**M2 wires**

(3 px per um)
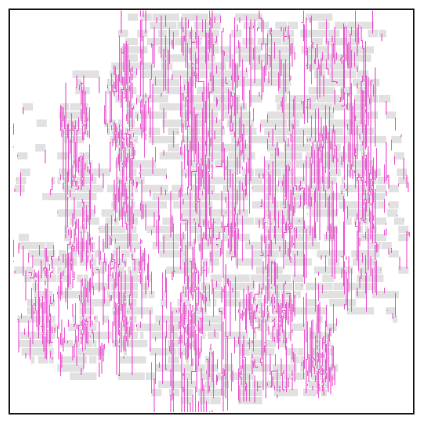
**Close-up of the layout**

Region (47, 47) to (87, 87) um. Cells in gray, sequential cells in the stronger gray; small squares are vias.
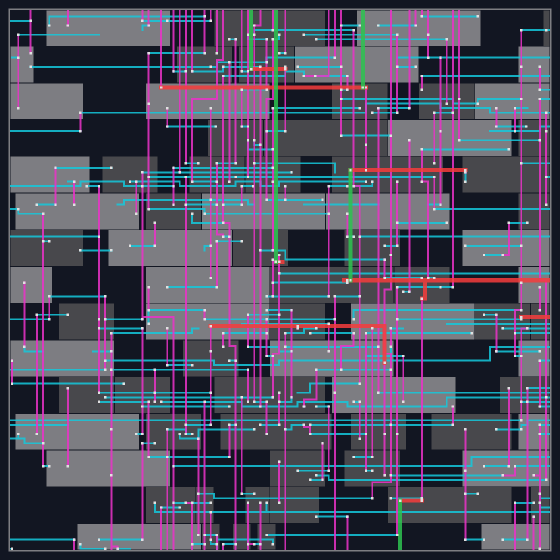
**Signal wires by layer**

(3 px per um) Two of the layers only.
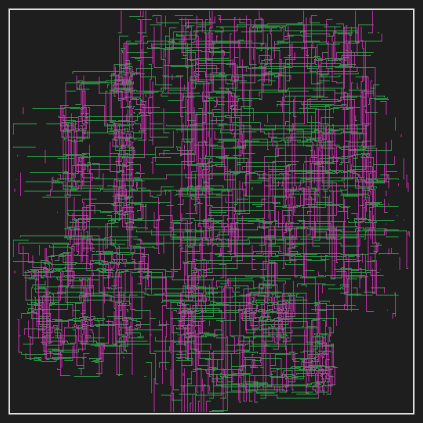
**Cell placement**

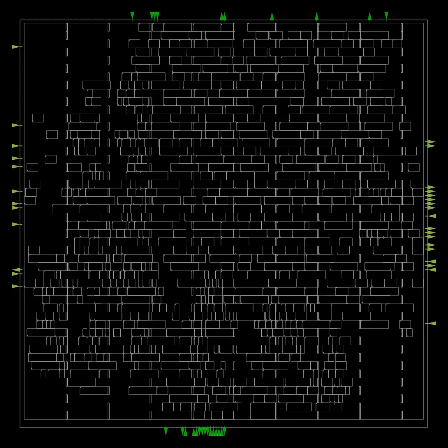
[src/rtl/adc_scan_sequencer.sv]
// adc_scan_sequencer
//   Walks the enabled ADC channels in ascending order, requests 2^AVG_LOG2
//   conversions per channel from the SPI capture engine, and stores the
//   truncated mean of each visit in an 8-entry result file.
//
// Ports
//   clk25, rst           : clock, asynchronous active-high reset
//   enable, chan_mask    : run control and channel enables (bit n = channel n)
//   ctl_valid, address   : conversion request to the capture engine
//   adc_ready, d_signal  : capture result and its valid flag
//   adc_ack              : result acknowledge
//   rd_addr, rd_data     : combinational read port of the result file
//   fresh, rd_clr        : per-channel "new result" flags, cleared via rd_addr
//   scan_done            : one-cycle pulse after the last channel of a scan
//   busy                 : sequencer is not idle
//
// Handshake (four-phase): ctl_valid rises and stays high until adc_ready is
// seen; ctl_valid then drops and adc_ack rises in the same edge; adc_ack
// stays high until adc_ready is seen low. ctl_valid and adc_ack are never
// high together, and address is stable whenever either one is high.
module adc_scan_sequencer #(
  parameter int AVG_LOG2   = 2,
  parameter int SCAN_PAUSE = 0
) (
  input  logic        clk25,
  input  logic        rst,
  input  logic        enable,
  input  logic [7:0]  chan_mask,
  output logic        ctl_valid,
  output logic [2:0]  address,
  input  logic        adc_ready,
  input  logic [11:0] d_signal,
  output logic        adc_ack,
  input  logic [2:0]  rd_addr,
  output logic [11:0] rd_data,
  output logic [7:0]  fresh,
  input  logic        rd_clr,
  output logic        scan_done,
  output logic        busy
);

  localparam int ACC_W  = 12 + AVG_LOG2;
  localparam int CNT_W  = AVG_LOG2 + 1;
  localparam int NSAMP  = 1 << AVG_LOG2;
  localparam int PCNT_W = 16;

  typedef enum logic [2:0] {
    S_IDLE, S_SEL, S_REQ, S_ACK, S_STORE, S_PAUSE
  } state_e;

  state_e             state_q, state_d;
  logic [2:0]         cur_q, cur_d;
  logic [2:0]         addr_q, addr_d;
  logic [7:0]         mask_q, mask_d;
  logic [ACC_W-1:0]   acc_q, acc_d;
  logic [CNT_W-1:0]   cnt_q, cnt_d;
  logic [PCNT_W-1:0]  pcnt_q, pcnt_d;
  logic               ctl_valid_q, ctl_valid_d;
  logic               adc_ack_q, adc_ack_d;
  logic               scan_done_q, scan_done_d;
  logic               busy_q, busy_d;
  logic [7:0]         fresh_q, fresh_d;
  logic [11:0]        result_q [8];
  logic [11:0]        result_d [8];

  logic               sel_found;
  logic [2:0]         sel_chan;
  logic [2:0]         last_chan;
  logic               is_last;
  logic               hs_accept;

  // Lowest enabled channel at or above cur, wrapping past 7. Scanning the
  // offsets downwards lets the smallest offset win.
  always_comb begin
    sel_found = 1'b0;
    sel_chan  = cur_q;
    for (int i = 7; i >= 0; i--) begin
      if (chan_mask[cur_q + 3'(i)]) begin
        sel_found = 1'b1;
        sel_chan  = cur_q + 3'(i);
      end
    end
  end

  // Highest enabled channel of the mask latched in SEL marks the scan end.
  always_comb begin
    last_chan = 3'd0;
    for (int i = 0; i < 8; i++) begin
      if (mask_q[i]) last_chan = 3'(i);
    end
  end

  assign is_last   = (addr_q == last_chan);
  // A result only counts while our request is actually on the wire.
  assign hs_accept = ctl_valid_q & adc_ready;

  // State register and all datapath flops.
  always_ff @(posedge clk25 or posedge rst) begin
    if (rst) begin
      state_q     <= S_IDLE;
      cur_q       <= 3'd0;
      addr_q      <= 3'd0;
      mask_q      <= 8'd0;
      acc_q       <= '0;
      cnt_q       <= '0;
      pcnt_q      <= '0;
      ctl_valid_q <= 1'b0;
      adc_ack_q   <= 1'b0;
      scan_done_q <= 1'b0;
      busy_q      <= 1'b0;
      fresh_q     <= 8'd0;
      for (int i = 0; i < 8; i++) result_q[i] <= 12'd0;
    end else begin
      state_q     <= state_d;
      cur_q       <= cur_d;
      addr_q      <= addr_d;
      mask_q      <= mask_d;
      acc_q       <= acc_d;
      cnt_q       <= cnt_d;
      pcnt_q      <= pcnt_d;
      ctl_valid_q <= ctl_valid_d;
      adc_ack_q   <= adc_ack_d;
      scan_done_q <= scan_done_d;
      busy_q      <= busy_d;
      fresh_q     <= fresh_d;
      for (int i = 0; i < 8; i++) result_q[i] <= result_d[i];
    end
  end

  // Next-state logic.
  always_comb begin
    state_d = state_q;
    case (state_q)
      S_IDLE:  if (enable && (chan_mask != 8'd0)) state_d = S_SEL;
      S_SEL:   state_d = sel_found ? S_REQ : S_IDLE;
      S_REQ:   if (hs_accept) state_d = S_ACK;
      S_ACK: begin
        if (!adc_ready) begin
          if (cnt_q == CNT_W'(NSAMP)) state_d = S_STORE;
          else if (enable)            state_d = S_REQ;
          else                        state_d = S_IDLE;
        end
      end
      S_STORE: begin
        if (!enable)                         state_d = S_IDLE;
        else if (is_last && SCAN_PAUSE > 0)  state_d = S_PAUSE;
        else                                 state_d = S_SEL;
      end
      S_PAUSE: if (pcnt_q == PCNT_W'(SCAN_PAUSE - 1)) state_d = S_SEL;
      default: state_d = S_IDLE;
    endcase
  end

  // Output and datapath logic; every output is the registered copy of these.
  always_comb begin
    cur_d       = cur_q;
    addr_d      = addr_q;
    mask_d      = mask_q;
    acc_d       = acc_q;
    cnt_d       = cnt_q;
    pcnt_d      = pcnt_q;
    scan_done_d = 1'b0;
    fresh_d     = fresh_q;
    result_d    = result_q;

    // Request held until the engine answers; ack mirrors adc_ready in ACK.
    ctl_valid_d = (state_q == S_REQ) && !hs_accept;
    adc_ack_d   = ((state_q == S_REQ) && hs_accept) ||
                  ((state_q == S_ACK) && adc_ready);
    busy_d      = (state_d != S_IDLE);

    if (rd_clr) fresh_d[rd_addr] = 1'b0;

    case (state_q)
      S_IDLE: begin
        cur_d = 3'd0;
        acc_d = '0;
        cnt_d = '0;
      end
      S_SEL: begin
        mask_d = chan_mask;
        acc_d  = '0;
        cnt_d  = '0;
        if (sel_found) addr_d = sel_chan;
      end
      S_REQ: begin
        if (hs_accept) begin
          acc_d = acc_q + ACC_W'(d_signal);
          cnt_d = cnt_q + CNT_W'(1);
        end
      end
      S_STORE: begin
        result_d[addr_q] = acc_q[AVG_LOG2 +: 12];
        // Written after the rd_clr default so a same-cycle set wins.
        fresh_d[addr_q]  = 1'b1;
        scan_done_d      = is_last;
        cur_d            = is_last ? 3'd0 : addr_q + 3'd1;
        pcnt_d           = '0;
      end
      S_PAUSE: begin
        cur_d  = 3'd0;
        pcnt_d = pcnt_q + PCNT_W'(1);
      end
      default: ;
    endcase
  end

  assign ctl_valid = ctl_valid_q;
  assign address   = addr_q;
  assign adc_ack   = adc_ack_q;
  assign scan_done = scan_done_q;
  assign busy      = busy_q;
  assign fresh     = fresh_q;
  assign rd_data   = result_q[rd_addr];

endmodule

[config.mk]
export PLATFORM = sky130hd
export DESIGN_NAME = adc_scan_sequencer
export DESIGN_NICKNAME = d
export VERILOG_FILES = /design/src/rtl/adc_scan_sequencer.sv
export SDC_FILE = /design/constraint.sdc
export NUM_CORES = 1
export LEC_CHECK = 0
export ABC_CLOCK_PERIOD_IN_PS = 9900
export CORE_UTILIZATION = 48
export DETAILED_ROUTE_END_ITERATION = 10
export PLACE_DENSITY = 0.68
export RECOVER_POWER = 100
export REMOVE_ABC_BUFFERS = 1
export SLEW_MARGIN = 10
export SYNTH_ARGS = -nofsm -noshare
export SYNTH_HDL_FRONTEND = slang
export SYNTH_SLANG_ARGS = --single-unit
[constraint.sdc]
create_clock -name clk25 -period 9.9 [get_ports clk25]
set_input_delay 1.98 -clock clk25 [delete_from_list [all_inputs] [get_ports clk25]]
set_output_delay 1.98 -clock clk25 [all_outputs]
set_load 0.005 [all_outputs]
==> CHANGELOG.md <==
### Implementation results

- Post-synth EDFFs: 0
- Worst Path Buf+Inv: 3
- Maximum clock frequency: 137 MHz
- Unrepaired setup endpoints after global routing: no
- Cell area after synthesis: 8400 um2
- Diode count: 0
- Seq group: 0.804 mW
- Critical R2R Launch: cur_q[0]$_DFFE_PP0P_
- Top area cell types: dfrtp_1 (47%), mux2_2 (16%), mux4_2 (8.6%)
- Status: finished with violations
- Biggest Area Class: multi-input combinational cells
- Fraction of the mapped netlist area in compound gates: 0.0898
- Signal buffers: 59
- DR top layer: met4
- Mean post-synth cell area: 12.1 um2
- Clk pwr share: 0.357
- Mapped Cells: 694
- Violated checks: max-capacitance violations, max-slew violations
- Gr ovfl total: 0
- Sw Pwr: 0.611 mW
- Xor/xnor share: 0.0125
- IO Port Bufs: 54
- CP endpoint: rd_data[10]
- Pre-Place Util: 0.489
- Fin. max-slew vios: 190
- Max Cap Viol: 3
- Largest net degree at the start of global routing: 88
- Reg power frac: 0.438
- Hold depth: 2
- Clock Sinks: 157
- HP Start: fresh[4]$_DFF_PP0_
- Tmin final: 7.31 ns
- Inverters, non-clock: 13
- Seq cells post-synth: 157
- Final non-filler cell total: 974
- Worst Max-Slew Pin Slew: 3.20 ns
- Simple-Gate Area Share: 0.107
- Post-Layout Inst Area: 9630 um2
Back to the opening pictures, 'M2 wires':
wire length on this layer	9230 um
share of all routed wire	50%
longest straight run	51.7 um
nets with wire on the layer	708

Back to the opening pictures, 'close-up of the layout':
layer	color
met3	red
met2	magenta
met1	cyan
met4	green
cells with their middle in the window	66
most frequent	mux2_2 (24), dfrtp_1 (24), clkbuf_16 (5)
netlist names of flops here include	`result_q` (22), `acc_q` (2)
sequential cells in the window	24

Back to the opening pictures, 'signal wires by layer':
layer	color	wire length
met2	magenta	9230 um
met1	green	8490 um

Back to the opening pictures, 'cell placement':
Fill cells: 1435
num rows: 48

Power is estimated from default activity; no workload was simulated.
